File: src/rtl/ram_port_arbiter_if.sv
`default_nettype none
// ============================================================================
// ram_port_arbiter_if : requester and RAM-side signals of ram_port_arbiter
// Revision 1.0
// ============================================================================
interface ram_port_arbiter_if #(
  parameter int DATA_W = 16,
  parameter int ADDR_W = 3
);
  logic              req0;
  logic              req1;
  logic              we0;
  logic              we1;
  logic [ADDR_W-1:0] addr0;
  logic [ADDR_W-1:0] addr1;
  logic [DATA_W-1:0] wdata0;
  logic [DATA_W-1:0] wdata1;
  logic              gnt0;
  logic              gnt1;
  logic [DATA_W-1:0] rdata0;
  logic [DATA_W-1:0] rdata1;
  logic              rvalid0;
  logic              rvalid1;
  logic [ADDR_W-1:0] ram_addr;
  logic [DATA_W-1:0] ram_in;
  logic              ram_load;
  logic [DATA_W-1:0] ram_out;

  // master: the requesters together with the RAM array
  modport master (
    output req0, req1, we0, we1, addr0, addr1, wdata0, wdata1, ram_out,
    input  gnt0, gnt1, rdata0, rdata1, rvalid0, rvalid1,
    input  ram_addr, ram_in, ram_load
  );

  modport slave (
    input  req0, req1, we0, we1, addr0, addr1, wdata0, wdata1, ram_out,
    output gnt0, gnt1, rdata0, rdata1, rvalid0, rvalid1,
    output ram_addr, ram_in, ram_load
  );
endinterface
`default_nettype wire

File: src/rtl/ram_port_arbiter.sv
`default_nettype none
// ============================================================================
// ram_port_arbiter : round-robin, burst-bounded sharing of one RAM port
// Revision 1.0
// ============================================================================
module ram_port_arbiter #(
  parameter int DATA_W    = 16,
  parameter int ADDR_W    = 3,
  parameter int MAX_BURST = 4
) (
  input  wire              clk,
  input  wire              reset,
  ram_port_arbiter_if.slave bus
);

  localparam int CNT_W = $clog2(MAX_BURST + 1);
  localparam logic [CNT_W-1:0] CNT_MAX = CNT_W'(MAX_BURST);
  localparam logic [CNT_W-1:0] CNT_ONE = CNT_W'(1);

  typedef enum logic [1:0] {
    IDLE = 2'd0,
    OWN0 = 2'd1,
    OWN1 = 2'd2
  } owner_t;

  owner_t            r_owner;
  owner_t            w_owner_nxt;
  logic              r_last;
  logic              w_last_nxt;
  logic [CNT_W-1:0]  r_cnt;
  logic [CNT_W-1:0]  w_cnt_nxt;
  logic [CNT_W-1:0]  w_cnt_inc;
  logic              w_burst_done;
  logic              w_gnt0;
  logic              w_gnt1;
  logic [ADDR_W-1:0] w_addr;
  logic [DATA_W-1:0] w_wdata;

  always_ff @(posedge clk) begin
    if (reset) begin
      r_owner <= IDLE;
      r_last  <= 1'b1;
      r_cnt   <= '0;
    end else begin
      r_owner <= w_owner_nxt;
      r_last  <= w_last_nxt;
      r_cnt   <= w_cnt_nxt;
    end
  end

  assign w_burst_done = (r_cnt >= CNT_MAX);
  assign w_cnt_inc    = (r_cnt == CNT_MAX) ? r_cnt : r_cnt + CNT_ONE;

  // Grants are forced low during reset so no write can reach the RAM then.
  always_comb begin
    w_gnt0      = 1'b0;
    w_gnt1      = 1'b0;
    w_owner_nxt = IDLE;
    w_last_nxt  = r_last;
    w_cnt_nxt   = '0;
    if (!reset) begin
      if (bus.req0 && bus.req1) begin
        case (r_owner)
          IDLE: begin
            w_gnt0 = r_last;
            w_gnt1 = ~r_last;
          end
          OWN0: begin
            w_gnt0 = ~w_burst_done;
            w_gnt1 = w_burst_done;
          end
          OWN1: begin
            w_gnt0 = w_burst_done;
            w_gnt1 = ~w_burst_done;
          end
          default: begin
            w_gnt0 = 1'b0;
            w_gnt1 = 1'b0;
          end
        endcase
      end else begin
        w_gnt0 = bus.req0;
        w_gnt1 = bus.req1;
      end
    end
    if (w_gnt0) begin
      w_owner_nxt = OWN0;
      w_last_nxt  = 1'b0;
      w_cnt_nxt   = (r_owner == OWN0) ? w_cnt_inc : CNT_ONE;
    end else if (w_gnt1) begin
      w_owner_nxt = OWN1;
      w_last_nxt  = 1'b1;
      w_cnt_nxt   = (r_owner == OWN1) ? w_cnt_inc : CNT_ONE;
    end
  end

  // Requester 0 drives the address/data mux whenever requester 1 is not granted.
  assign w_addr       = w_gnt1 ? bus.addr1  : bus.addr0;
  assign w_wdata      = w_gnt1 ? bus.wdata1 : bus.wdata0;
  assign bus.ram_addr = w_addr;
  assign bus.ram_in   = w_wdata;
  assign bus.ram_load = (w_gnt0 & bus.we0) | (w_gnt1 & bus.we1);
  assign bus.gnt0     = w_gnt0;
  assign bus.gnt1     = w_gnt1;

  always_ff @(posedge clk) begin
    if (reset) begin
      bus.rdata0  <= '0;
      bus.rdata1  <= '0;
      bus.rvalid0 <= 1'b0;
      bus.rvalid1 <= 1'b0;
    end else begin
      bus.rvalid0 <= w_gnt0 & ~bus.we0;
      bus.rvalid1 <= w_gnt1 & ~bus.we1;
      if (w_gnt0 && !bus.we0) begin
        bus.rdata0 <= bus.ram_out;
      end
      if (w_gnt1 && !bus.we1) begin
        bus.rdata1 <= bus.ram_out;
      end
    end
  end

endmodule
`default_nettype wire
File: src/flat_wrapper.sv
// flat-port wrapper written by rule: the top's interface ports become plain ports
module ram_port_arbiter_flat 
#(
  parameter int DATA_W    = 16,
  parameter int ADDR_W    = 3,
  parameter int MAX_BURST = 4
)
  (clk, reset, bus_req0, bus_req1, bus_we0, bus_we1, bus_addr0, bus_addr1, bus_wdata0, bus_wdata1, bus_ram_out, bus_gnt0, bus_gnt1, bus_rdata0, bus_rdata1, bus_rvalid0, bus_rvalid1, bus_ram_addr, bus_ram_in, bus_ram_load);
  ram_port_arbiter_if #(.DATA_W(DATA_W), .ADDR_W(ADDR_W)) bus_i ();
  input  wire clk;
  input  wire reset;
  input wire logic [$bits(bus_i.req0)-1:0] bus_req0;
  input wire logic [$bits(bus_i.req1)-1:0] bus_req1;
  input wire logic [$bits(bus_i.we0)-1:0] bus_we0;
  input wire logic [$bits(bus_i.we1)-1:0] bus_we1;
  input wire logic [$bits(bus_i.addr0)-1:0] bus_addr0;
  input wire logic [$bits(bus_i.addr1)-1:0] bus_addr1;
  input wire logic [$bits(bus_i.wdata0)-1:0] bus_wdata0;
  input wire logic [$bits(bus_i.wdata1)-1:0] bus_wdata1;
  input wire logic [$bits(bus_i.ram_out)-1:0] bus_ram_out;
  output wire logic [$bits(bus_i.gnt0)-1:0] bus_gnt0;
  output wire logic [$bits(bus_i.gnt1)-1:0] bus_gnt1;
  output wire logic [$bits(bus_i.rdata0)-1:0] bus_rdata0;
  output wire logic [$bits(bus_i.rdata1)-1:0] bus_rdata1;
  output wire logic [$bits(bus_i.rvalid0)-1:0] bus_rvalid0;
  output wire logic [$bits(bus_i.rvalid1)-1:0] bus_rvalid1;
  output wire logic [$bits(bus_i.ram_addr)-1:0] bus_ram_addr;
  output wire logic [$bits(bus_i.ram_in)-1:0] bus_ram_in;
  output wire logic [$bits(bus_i.ram_load)-1:0] bus_ram_load;
  assign bus_i.req0 = bus_req0;
  assign bus_i.req1 = bus_req1;
  assign bus_i.we0 = bus_we0;
  assign bus_i.we1 = bus_we1;
  assign bus_i.addr0 = bus_addr0;
  assign bus_i.addr1 = bus_addr1;
  assign bus_i.wdata0 = bus_wdata0;
  assign bus_i.wdata1 = bus_wdata1;
  assign bus_i.ram_out = bus_ram_out;
  assign bus_gnt0 = bus_i.gnt0;
  assign bus_gnt1 = bus_i.gnt1;
  assign bus_rdata0 = bus_i.rdata0;
  assign bus_rdata1 = bus_i.rdata1;
  assign bus_rvalid0 = bus_i.rvalid0;
  assign bus_rvalid1 = bus_i.rvalid1;
  assign bus_ram_addr = bus_i.ram_addr;
  assign bus_ram_in = bus_i.ram_in;
  assign bus_ram_load = bus_i.ram_load;
  ram_port_arbiter #(.DATA_W(DATA_W), .ADDR_W(ADDR_W), .MAX_BURST(MAX_BURST)) u_core (.clk(clk), .reset(reset), .bus(bus_i));
endmodule
File: config.mk
export PLATFORM = sky130hd
export DESIGN_NAME = ram_port_arbiter_flat
export DESIGN_NICKNAME = d
export VERILOG_FILES = /design/src/rtl/ram_port_arbiter_if.sv /design/src/rtl/ram_port_arbiter.sv /design/src/flat_wrapper.sv
export SDC_FILE = /design/constraint.sdc
export NUM_CORES = 1
export LEC_CHECK = 0
export CAP_MARGIN = 20
export CORE_MARGIN = 2
export CORE_UTILIZATION = 33
export CTS_CLUSTER_DIAMETER = 80
export DETAILED_ROUTE_END_ITERATION = 12
export PLACE_DENSITY = 0.76
export SLEW_MARGIN = 0
export SYNTH_ARGS = -nofsm -noshare
export SYNTH_HDL_FRONTEND = slang
export SYNTH_SLANG_ARGS = --single-unit
File: constraint.sdc
create_clock -name clk -period 2.2 [get_ports clk]
set_clock_uncertainty 0.15 [all_clocks]
set_input_delay 0.44 -clock clk [delete_from_list [all_inputs] [get_ports clk]]
set_output_delay 0.44 -clock clk [all_outputs]
set_load 0.005 [all_outputs]
==> results.py <==
# Auto-generated metrics
metrics = {
    "place": {
        "hpwl_mm": 3.95,
        "place_inst": 398,
        "pre_cts_ws_ns": -0.817,
        "place_congestion": 0.748,
    },
    "critical_path": {
        "critPathMaxStageDelay_ns": 0.35,
        "crit_end": "bus_ram_in[9]",
        "reg2regPathDepth": 10,
        "regToRegSetupSlack_ns": 0.06,
        "critical_path_buf_inv_count": 4,
        "crit_path_start_kind": "flip-flop",
    },
    "synth": {
        "syn_area_per_cell_um2": 9.42,
        "most_common_cell": "dfxtp_1",
        "yosys_area_mm2": 0.00188,
        "syn_nets": 262,
        "ys_cells": 200,
        "synth_flop_count": 40,
    },
    "timing": {
        "fmax_ghz": 0.389,
        "timing.final.ws_setup_ns": -0.373,
        "rsz0062_at_grt": "yes",
        "setup_violations": 22,
        "fin_tns_setup_ns": -6.58,
    },
    "power": {
        "vdd_drop_max_mv": 0.259,
        "p_sw_uw": 437,
        "powerComb_uw": 517,
        "switching_share_pct": 24.3,
    },
    "route": {
        "wl_met2_mm": 2.84,
        "drt_pass1_iterations": 4,
        "route.detailed.drc": 0,
        "drt_iter0_drc": 51,
        "dr_wl_met3_um": 517,
        "top_layer": "met4",
    },
    "global_route": {
        "grt_pass1_wl_mm": 9.05,
        "grt_remaining_overflow": 0,
    },
    "status": {
        "violations": "negative setup slack",
        "status": "finished, violations left",
    },
    "layout": {
        "syn2layout_area_growth_pct": 91.8,
        "logic_area_mm2": 0.00108,
        "clkCellAreaFrac_pct": 2.56,
        "finalNonFillerCells": 419,
    },
    "flow_run": {
        "warnings": 29,
        "cap_violations": 0,
    },
    "cts": {
        "clkTransAtPathRegs_ns": 0.08,
        "insertion_delay_ns": 0.29,
        "tritoncts": "done",
    },
}
==> cells by family (layout without fill, tap and decap cells) <==
kind of cell / after synthesis / after routing / share of synthesized area, %
mux: 21 / 21 / 13.0
fa+ha+maj: 2 / 2 / 1.33
buf+inv: 15 / 162 / 4.85
xor+xnor: 1 / 1 / 0.465
compound gates: 45 / 45 / 16.2
flops: 40 / 40 / 42.5
simple gates: 76 / 76 / 21.7
==> flip-flops by register name (all words and copies together), names as in the netlist <==
name,count
u_core.bus.rdata0,16
u_core.bus.rdata1,16
u_core.bus.rvalid0,1
u_core.bus.rvalid1,1
u_core.r_cnt,3
u_core.r_last,1
u_core.r_owner,2
==> timing repair <==
item | CTS | global route
endpoints found under the setup margin | 22 | 22
gates cloned | 3 | 0
gates resized | 144 | 5
pin swaps | 4 | 4
buffers inserted | 10 | 4
### M2 wires

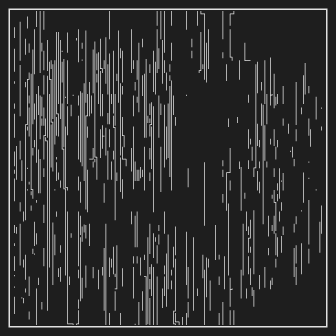
The layer holds 50% of the routed length. The layer carries 2840 µm of wire. 353 nets have wire on it. The longest straight run is 43.5 µm.
Via Count: 1923
met2 usage: 33.6%
final WL: 5.69 mm

### Cell area per tile

Bar = 20 µm. 8 x 8 tiles, from black (low) to pale yellow (high), 0 to 100% covered.
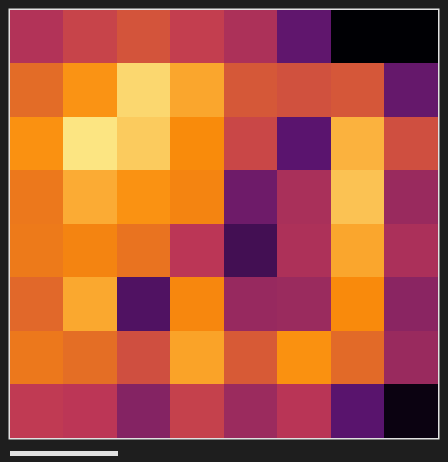
3.1% of the tiles are nearly empty. 22% of the tiles are over 75% full. The fullest tile reaches 94%.
FP Core Util: 34.2%
Finished Core Util: 65.6%
core area: 0.00551 mm²

### Signal wires on met1

Bar = 20 µm.
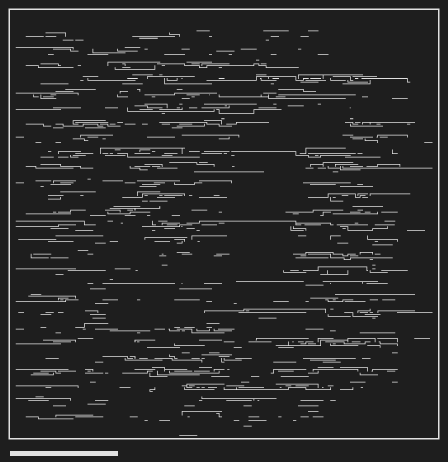
338 nets have wire on it. The layer holds 39% of the routed length. The wires run mostly horizontal.
met1 global-route usage: 18.8%

### Track usage over the die

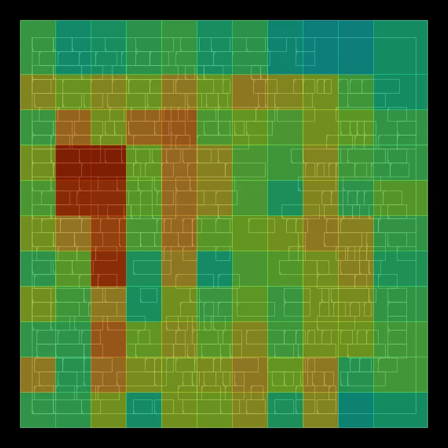
global-route usage over all layers: 18.2%
GRT busiest layer: met2
routed len/inst: 13.6 µm
met3 Track Usage GR: 5.88%

### Wiring heat map

Bar = 20 µm. 16 x 16 tiles, from black (low) to pale yellow (high), scaled to the fullest tile. Values are wire area over tile area, all layers added.
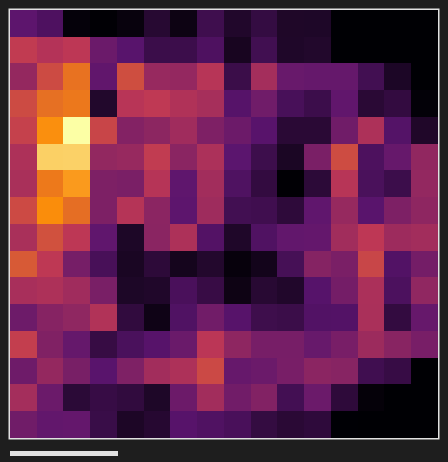
The mean over all tiles is 0.15. The emptiest ninth of the die: upper right. The fullest tile reaches 0.52. 11% of the tiles are over half the peak. 8.6% of the tiles are nearly empty.

Power figures rest on the tool's default switching activity, not on a simulated workload.
